run_1/clock_wires.png
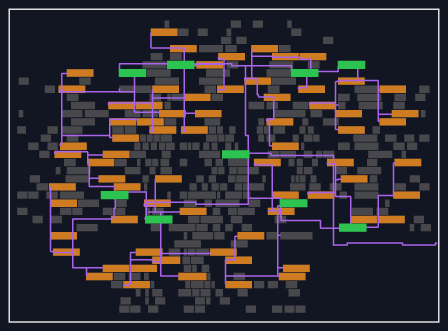
run_1/floorplan.png
Scale bar: 50 µm. Pins as bars on the die edge. Tap cells in gray.
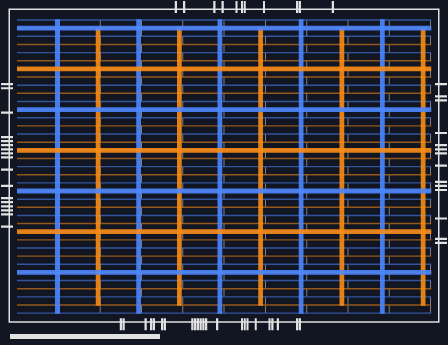
run_1/placed.png
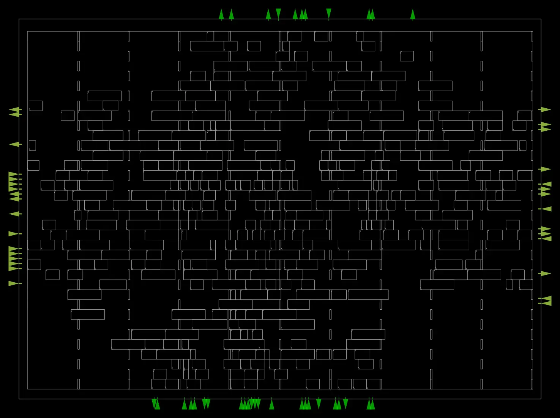
run_1/layers.png
Scale bar: 50 µm. Two of the layers only.
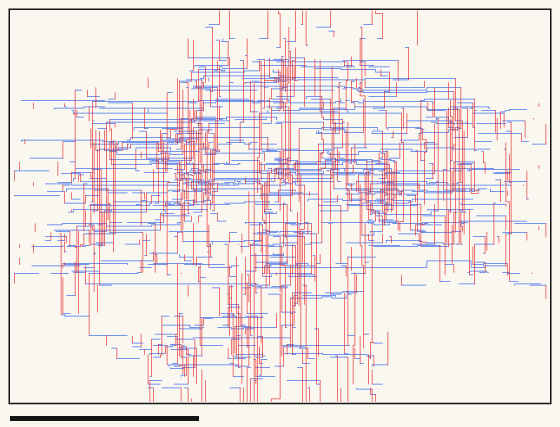
===== src/rtl/alu_operand_sequencer_if.sv =====
// Bus between the control unit / ALU and the operand sequencer.
// slave = sequencer side, master = control unit + ALU side.
interface alu_operand_sequencer_if #(
  parameter int DATA_W = 8,
  parameter int ADDR_W = 2
);
  // start is a level request sampled only while the sequencer is idle. It is
  // not held off by busy. Completion is the one-cycle done pulse.
  logic              start;
  logic [ADDR_W-1:0] rs1;
  logic [ADDR_W-1:0] rs2;
  logic [ADDR_W-1:0] rd;
  logic              ld_en;
  logic [ADDR_W-1:0] ld_addr;
  logic [DATA_W-1:0] ld_data;
  logic              clr_ovf;
  logic [DATA_W-1:0] alu_result;
  logic [1:0]        alu_flags;
  logic [DATA_W-1:0] operand1;
  logic [DATA_W-1:0] operand2;
  logic              sigALUOp;
  logic              busy;
  logic              done;
  logic [1:0]        flags;
  logic              ovf_sticky;
  logic [ADDR_W-1:0] dbg_addr;
  logic [DATA_W-1:0] dbg_data;
  logic [1:0]        dbg_state;

  modport slave (
    input  start, rs1, rs2, rd, ld_en, ld_addr, ld_data, clr_ovf,
           alu_result, alu_flags, dbg_addr,
    output operand1, operand2, sigALUOp, busy, done, flags, ovf_sticky,
           dbg_data, dbg_state
  );

  modport master (
    output start, rs1, rs2, rd, ld_en, ld_addr, ld_data, clr_ovf,
           alu_result, alu_flags, dbg_addr,
    input  operand1, operand2, sigALUOp, busy, done, flags, ovf_sticky,
           dbg_data, dbg_state
  );
endinterface


===== src/rtl/alu_operand_sequencer.sv =====
// Register file plus IDLE->FETCH->EXEC->WRITE sequencer that feeds the ALU
// and writes its result back. It tracks the last flags and a sticky overflow bit.
module alu_operand_sequencer #(
  parameter int DATA_W    = 8,
  parameter int ADDR_W    = 2,
  parameter int REG_COUNT = 4
) (
  input  logic                    clk,
  input  logic                    reset,
  alu_operand_sequencer_if.slave  bus
);

  typedef enum logic [1:0] {
    S_IDLE  = 2'd0,
    S_FETCH = 2'd1,
    S_EXEC  = 2'd2,
    S_WRITE = 2'd3
  } state_t;

  state_t            r_state;
  state_t            w_next;
  logic              w_busy;
  logic              w_alu_op;

  logic [DATA_W-1:0] r_regs [REG_COUNT];
  logic [ADDR_W-1:0] r_rs1;
  logic [ADDR_W-1:0] r_rs2;
  logic [ADDR_W-1:0] r_rd;
  logic [DATA_W-1:0] r_op1;
  logic [DATA_W-1:0] r_op2;
  logic [DATA_W-1:0] r_result;
  logic [1:0]        r_cap_flags;
  logic [1:0]        r_flags;
  logic              r_sticky;
  logic              r_done;

  always_ff @(posedge clk or negedge reset) begin
    if (!reset) r_state <= S_IDLE;
    else        r_state <= w_next;
  end

  always_comb begin
    w_next   = r_state;
    w_busy   = 1'b1;
    w_alu_op = 1'b0;
    case (r_state)
      S_IDLE: begin
        w_busy = 1'b0;
        if (bus.start) w_next = S_FETCH;
      end
      S_FETCH: w_next = S_EXEC;
      S_EXEC: begin
        w_alu_op = 1'b1;
        w_next   = S_WRITE;
      end
      S_WRITE: w_next = S_IDLE;
      default: w_next = S_IDLE;
    endcase
  end

  // Loads and writeback share the array but live in different states, so they never collide.
  always_ff @(posedge clk or negedge reset) begin
    if (!reset) begin
      for (int i = 0; i < REG_COUNT; i++) r_regs[i] <= '0;
      r_rs1       <= '0;
      r_rs2       <= '0;
      r_rd        <= '0;
      r_op1       <= '0;
      r_op2       <= '0;
      r_result    <= '0;
      r_cap_flags <= '0;
      r_flags     <= '0;
      r_sticky    <= 1'b0;
      r_done      <= 1'b0;
    end else begin
      r_done <= (r_state == S_WRITE);
      case (r_state)
        S_IDLE: begin
          if (bus.ld_en) r_regs[bus.ld_addr] <= bus.ld_data;
          if (bus.start) begin
            r_rs1 <= bus.rs1;
            r_rs2 <= bus.rs2;
            r_rd  <= bus.rd;
          end
        end
        S_FETCH: begin
          r_op1 <= r_regs[r_rs1];
          r_op2 <= r_regs[r_rs2];
        end
        S_EXEC: begin
          r_result    <= bus.alu_result;
          r_cap_flags <= bus.alu_flags;
        end
        S_WRITE: begin
          r_regs[r_rd] <= r_result;
          r_flags      <= r_cap_flags;
        end
        default: ;
      endcase
      // A write that overflows takes priority over a coincident clear.
      if (r_state == S_WRITE && r_cap_flags[1]) r_sticky <= 1'b1;
      else if (bus.clr_ovf)                     r_sticky <= 1'b0;
    end
  end

  assign bus.operand1   = r_op1;
  assign bus.operand2   = r_op2;
  assign bus.sigALUOp   = w_alu_op;
  assign bus.busy       = w_busy;
  assign bus.done       = r_done;
  assign bus.flags      = r_flags;
  assign bus.ovf_sticky = r_sticky;
  assign bus.dbg_data   = r_regs[bus.dbg_addr];
  assign bus.dbg_state  = r_state;

endmodule


===== src/flat_wrapper.sv =====
// flat-port wrapper written by rule: the top's interface ports become plain ports
module alu_operand_sequencer_flat 
#(
  parameter int DATA_W    = 8,
  parameter int ADDR_W    = 2,
  parameter int REG_COUNT = 4
)
  (clk, reset, bus_start, bus_rs1, bus_rs2, bus_rd, bus_ld_en, bus_ld_addr, bus_ld_data, bus_clr_ovf, bus_alu_result, bus_alu_flags, bus_dbg_addr, bus_operand1, bus_operand2, bus_sigALUOp, bus_busy, bus_done, bus_flags, bus_ovf_sticky, bus_dbg_data, bus_dbg_state);
  alu_operand_sequencer_if #(.DATA_W(DATA_W), .ADDR_W(ADDR_W)) bus_i ();
  input  logic clk;
  input  logic reset;
  input wire logic [$bits(bus_i.start)-1:0] bus_start;
  input wire logic [$bits(bus_i.rs1)-1:0] bus_rs1;
  input wire logic [$bits(bus_i.rs2)-1:0] bus_rs2;
  input wire logic [$bits(bus_i.rd)-1:0] bus_rd;
  input wire logic [$bits(bus_i.ld_en)-1:0] bus_ld_en;
  input wire logic [$bits(bus_i.ld_addr)-1:0] bus_ld_addr;
  input wire logic [$bits(bus_i.ld_data)-1:0] bus_ld_data;
  input wire logic [$bits(bus_i.clr_ovf)-1:0] bus_clr_ovf;
  input wire logic [$bits(bus_i.alu_result)-1:0] bus_alu_result;
  input wire logic [$bits(bus_i.alu_flags)-1:0] bus_alu_flags;
  input wire logic [$bits(bus_i.dbg_addr)-1:0] bus_dbg_addr;
  output wire logic [$bits(bus_i.operand1)-1:0] bus_operand1;
  output wire logic [$bits(bus_i.operand2)-1:0] bus_operand2;
  output wire logic [$bits(bus_i.sigALUOp)-1:0] bus_sigALUOp;
  output wire logic [$bits(bus_i.busy)-1:0] bus_busy;
  output wire logic [$bits(bus_i.done)-1:0] bus_done;
  output wire logic [$bits(bus_i.flags)-1:0] bus_flags;
  output wire logic [$bits(bus_i.ovf_sticky)-1:0] bus_ovf_sticky;
  output wire logic [$bits(bus_i.dbg_data)-1:0] bus_dbg_data;
  output wire logic [$bits(bus_i.dbg_state)-1:0] bus_dbg_state;
  assign bus_i.start = bus_start;
  assign bus_i.rs1 = bus_rs1;
  assign bus_i.rs2 = bus_rs2;
  assign bus_i.rd = bus_rd;
  assign bus_i.ld_en = bus_ld_en;
  assign bus_i.ld_addr = bus_ld_addr;
  assign bus_i.ld_data = bus_ld_data;
  assign bus_i.clr_ovf = bus_clr_ovf;
  assign bus_i.alu_result = bus_alu_result;
  assign bus_i.alu_flags = bus_alu_flags;
  assign bus_i.dbg_addr = bus_dbg_addr;
  assign bus_operand1 = bus_i.operand1;
  assign bus_operand2 = bus_i.operand2;
  assign bus_sigALUOp = bus_i.sigALUOp;
  assign bus_busy = bus_i.busy;
  assign bus_done = bus_i.done;
  assign bus_flags = bus_i.flags;
  assign bus_ovf_sticky = bus_i.ovf_sticky;
  assign bus_dbg_data = bus_i.dbg_data;
  assign bus_dbg_state = bus_i.dbg_state;
  alu_operand_sequencer #(.DATA_W(DATA_W), .ADDR_W(ADDR_W), .REG_COUNT(REG_COUNT)) u_core (.clk(clk), .reset(reset), .bus(bus_i));
endmodule

===== config.mk =====
export PLATFORM = sky130hd
export DESIGN_NAME = alu_operand_sequencer_flat
export DESIGN_NICKNAME = d
export VERILOG_FILES = /design/src/rtl/alu_operand_sequencer_if.sv /design/src/rtl/alu_operand_sequencer.sv /design/src/flat_wrapper.sv
export SDC_FILE = /design/constraint.sdc
export NUM_CORES = 1
export LEC_CHECK = 0
export CAP_MARGIN = 15
export CORE_AREA = 2 2 141 102
export CTS_CLUSTER_SIZE = 16
export DETAILED_ROUTE_END_ITERATION = 16
export DIE_AREA = 0 0 143 104
export GPL_ROUTABILITY_DRIVEN = 0
export SLEW_MARGIN = 15
export SYNTH_ARGS = -nofsm -noshare
export SYNTH_HDL_FRONTEND = slang
export SYNTH_SLANG_ARGS = --single-unit

===== constraint.sdc =====
create_clock -name clk -period 1.7 [get_ports clk]
set_input_delay 0.17 -clock clk [delete_from_list [all_inputs] [get_ports clk]]
set_output_delay 0.17 -clock clk [all_outputs]
set_load 0.02 [all_outputs]

==> results.txt, run 1 <==
main area contributors: dfrtp_1 47%, mux2_2 20%, mux4_2 15%
met1 WL: 4620 µm
ClkCell Share: 6.38%
die height: 104 µm
Power per Cell Area: 1760 nW/µm²
top cells by count: 70 x dfrtp_1, 66 x mux2_2, 24 x mux4_2, 24 x o22ai_1
Biggest Area Class: combinational gates
Synth Seq Share: 47.0%
clkbuf count: 10
Sw Pwr: 0.00321 W
met1 global-route usage: 19.6%
crit-path max cell delay: 0.45 ns
FF+latch area: 1750 µm²
failing checks: negative setup slack
vias per inst: 4.79
total CTS buffers: 9
logic gate share of total power: 47.1%
Yosys chip area: 3730 µm²
Critical Path Fanout Max: 8
mapped cell area: 3730 µm²
Slew HR: 65.6%
Log Warnings: 34
Setup WS post-layout: -0.119 ns
crit path capture: u_core.r_regs[21]$_DFFE_PN0P_
initial antenna violation count: 0
Finish-stage setup viols: 30
status: finished, violations left
P_seq: 0.00279 W
Leakage: 2.23 nW
ys async rst share: 100%
Flop pwr share: 29.8%
Cell Rows: 36
clk latency late pin: 0.34 ns
GRT met3 Usage: 5.02%
first-pass GRT wire length: 16400 µm
fin crit period: 1.82 ns
met3 WL post-DR: 509 µm
Back to the opening pictures, clock_wires.png:
Key: orange = flip-flops [count 70]; purple = clock wires [length 1100 µm]; green = clock-net drivers [count 9]
There are 10 routed clock nets.

Back to the opening pictures, floorplan.png:
Key: orange = VDD; blue = VSS
The core has 36 rows. 190 tap cells.

Back to the opening pictures, placed.png:
area of the core: 13600 µm²
post-route non-filler standard cell count: 552
# fillers: 1296
sequential share of cell area: 33.0%
# Taps: 190

Back to the opening pictures, layers.png:
Key: red = M2 [wire length 4720 µm]; blue = M1 [wire length 4620 µm]
Total Routed Length: 10000 µm
Total Routing Usage GR: 14.7%
Vias: 2645
Avg WL per Cell: 18.2 µm

run 1: timing repair:
item	CTS	global route
endpoints found under the hold margin	9	0
buffers inserted	1	2
cloned	0	0
resized	48	5
hold buffers	1	0
pin swaps	2	0
endpoints found under the setup margin	42	36
run 1: logic make-up after synthesis:
group,share of synthesized area [%]
mux,34.7
fa+ha+maj,2.01
flops,47.0
buf+inv,2.69
compound gates,8.50
simple gates,5.07
run 1: worst register-to-register path, cell delays in order, from the launching register on:
cell and delay (ns):
dfrtp_2 0.45, ha_4 0.21, or3b_4 0.39, a21oi_4 0.17, buf_12 0.16, mux2_2 0.34
run_1/class_map.png
Scale bar: 50 µm.
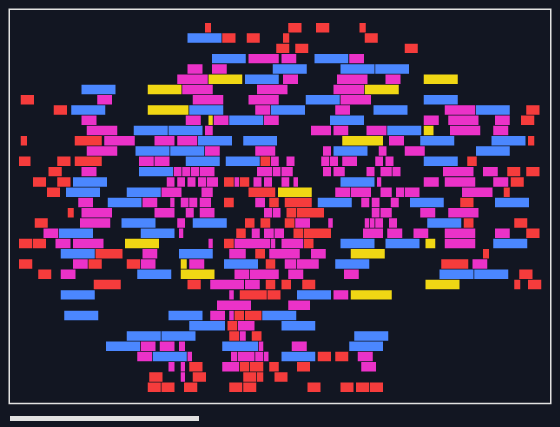

==> run 2: changes to the inputs <==
--- a/config.mk
+++ b/config.mk
@@ -11,6 +11,7 @@
 export DETAILED_ROUTE_END_ITERATION = 16
 export DIE_AREA = 0 0 143 104
 export GPL_ROUTABILITY_DRIVEN = 0
+export RECOVER_POWER = 50
 export SLEW_MARGIN = 15
 export SYNTH_ARGS = -nofsm -noshare
 export SYNTH_HDL_FRONTEND = slang
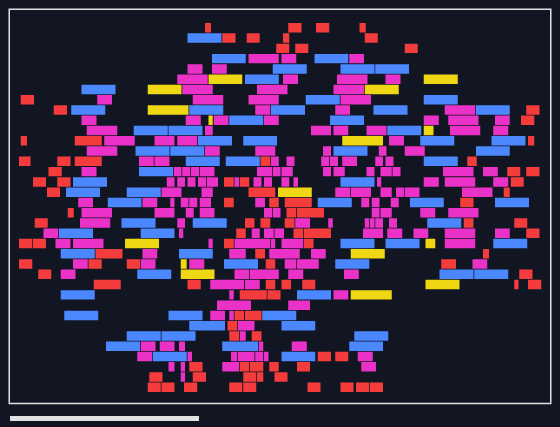
run_2/class_map.png
Scale bar: 50 µm.
Key: blue = registers [cells 70]; magenta = remaining logic cells [cells 176]; yellow = clock drivers and dummy loads [cells 16]; red = remaining buffers and delay cells [cells 100]
design area: 5310 µm²
sequential share of cell area: 33.1%

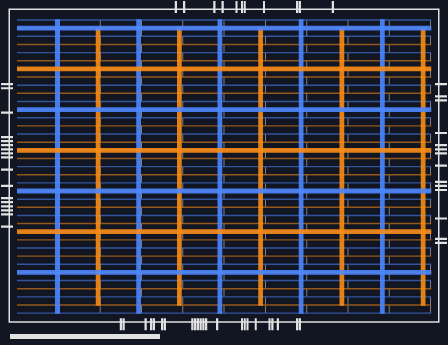
run_2/floorplan.png
Scale bar: 50 µm. Pins as bars on the die edge. Tap cells in gray.
Key: blue = VSS; orange = VDD
7 straps on met5. 37 met1 rails follow the rows. The core has 36 rows. 65 signal pins sit on the boundary.

==> run 2 against run 1 <==
The flow still finishes with violations (negative setup slack). Sequential power is essentially flat. Clock power is essentially flat. Critical path depth is the same. Cell count did not move. Combinational power about the same. Via count unchanged. First-iteration DRC count did not move. Critical endpoint unchanged.
==> results.txt, run 2 <==
post-route ant nets: 0 (unchanged)
Critical Path Fanout Max: 8 (unchanged)
Power per Cell Area: 1760 nW/µm² (about the same)
Synth Seq Share: 47.0% (unchanged)
crit path capture: u_core.r_regs[21]$_DFFE_PN0P_ (unchanged)
comb area leader: multiplexers (unchanged)
clk latency late pin: 0.34 ns (about the same)
Peak VDD IR: 0.000669 V (about the same)
aoi share: 8.50% (unchanged)
clk root buf: clkbuf_16 (unchanged)
ys async rst share: 100% (unchanged)
CTS-repair resized insts: 48 (unchanged)
fin crit period: 1.82 ns (unchanged)
Vias: 2645 (unchanged)
top cells by count: 70 x dfrtp_1, 66 x mux2_2, 24 x mux4_2, 24 x o22ai_1 (unchanged)
main area contributors: dfrtp_1 47%, mux2_2 20%, mux4_2 15% (unchanged)
Flop pwr share: 29.8% (about the same)
Synth Instances: 264 (unchanged)
Setup WS post-layout: -0.119 ns (unchanged)
XOR/XNOR Area Share: 0% (unchanged)
area of the core: 13600 µm² (unchanged)
Post-CTS Setup Repair Bufs: 1 (unchanged)
Leakage: 2.22 nW (was 2.23 nW)
Total Routing Usage GR: 14.7% (unchanged)
total CTS buffers: 9 (unchanged)
Finish-stage setup viols: 30 (unchanged)
Avg WL per Cell: 18.2 µm (about the same)
Yosys chip area: 3730 µm² (unchanged)
CTS Hold Buffers Added: 1 (unchanged)
Slew HR: 60.5% (was 65.6%)
Sw Pwr: 0.00321 W (about the same)
die height: 104 µm (unchanged)
Simple Share, Synth: 5.07% (unchanged)
area fraction in mux cells: 34.7% (unchanged)
status: finished, violations left (unchanged)
logic gate share of total power: 47.1% (about the same)
Total Routed Length: 10000 µm (about the same)
failing checks: negative setup slack (unchanged)
post-route non-filler standard cell count: 552 (unchanged)
mapped cell area: 3730 µm² (unchanged)
initial antenna violation count: 0 (unchanged)
vias per inst: 4.79 (unchanged)
clk pwr: 0.00216 W (about the same)
FP Util: 27.5% (unchanged)
Log Warnings: 34 (unchanged)
P_seq: 0.00279 W (about the same)
first-pass GRT wire length: 16400 µm (unchanged)
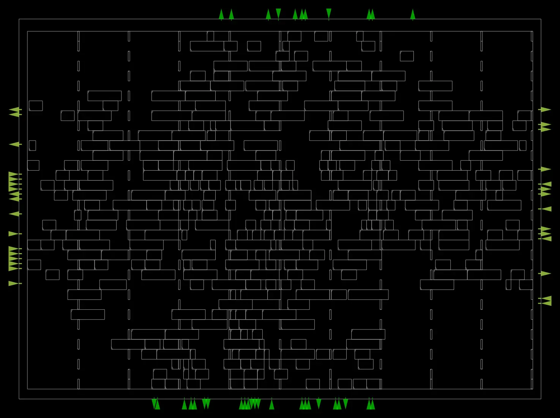
run_2/placed.png
Cell Rows: 36
flop count: 70
Finished Core Util: 39.1%
# fillers: 1298

==> run 2: cell count changes in the layout (fill, tap and decap cells not counted), sizes merged <==
cell    before  now
buf         44   43
clkbuf      11   12
==> run 2: final cells by class <==
class                   instances  area (µm²)
repair buffers                100         980
fillers                      1298        8250
clock inverters                 6         110
multi-input cells             170        1970
clock buffers                  10         229
well taps                     190         238
flip-flops and latches         70        1750
inverters                       6        22.5
==> run 2: metal layers <==
layer	track usage [%]	part of all wire, %	wire [µm]	vias up
met5	0	0	0	-
met4	4.60	1.9	195	0
met3	5.02	5.1	509	17
met2	22.5	47	4720	67
met1	19.6	46	4620	1357
li1	-	-	-	1204
==> run 2: stage by stage <==
step                area, µm²  utilization [%]
floorplan                3760                -
global placement         4920             36.3
detailed placement       4920             36.3
CTS                      5310             39.1
global route             5310             39.1
finish                   5310             39.1
No activity file was given, so power comes from the tool's default toggle rates.
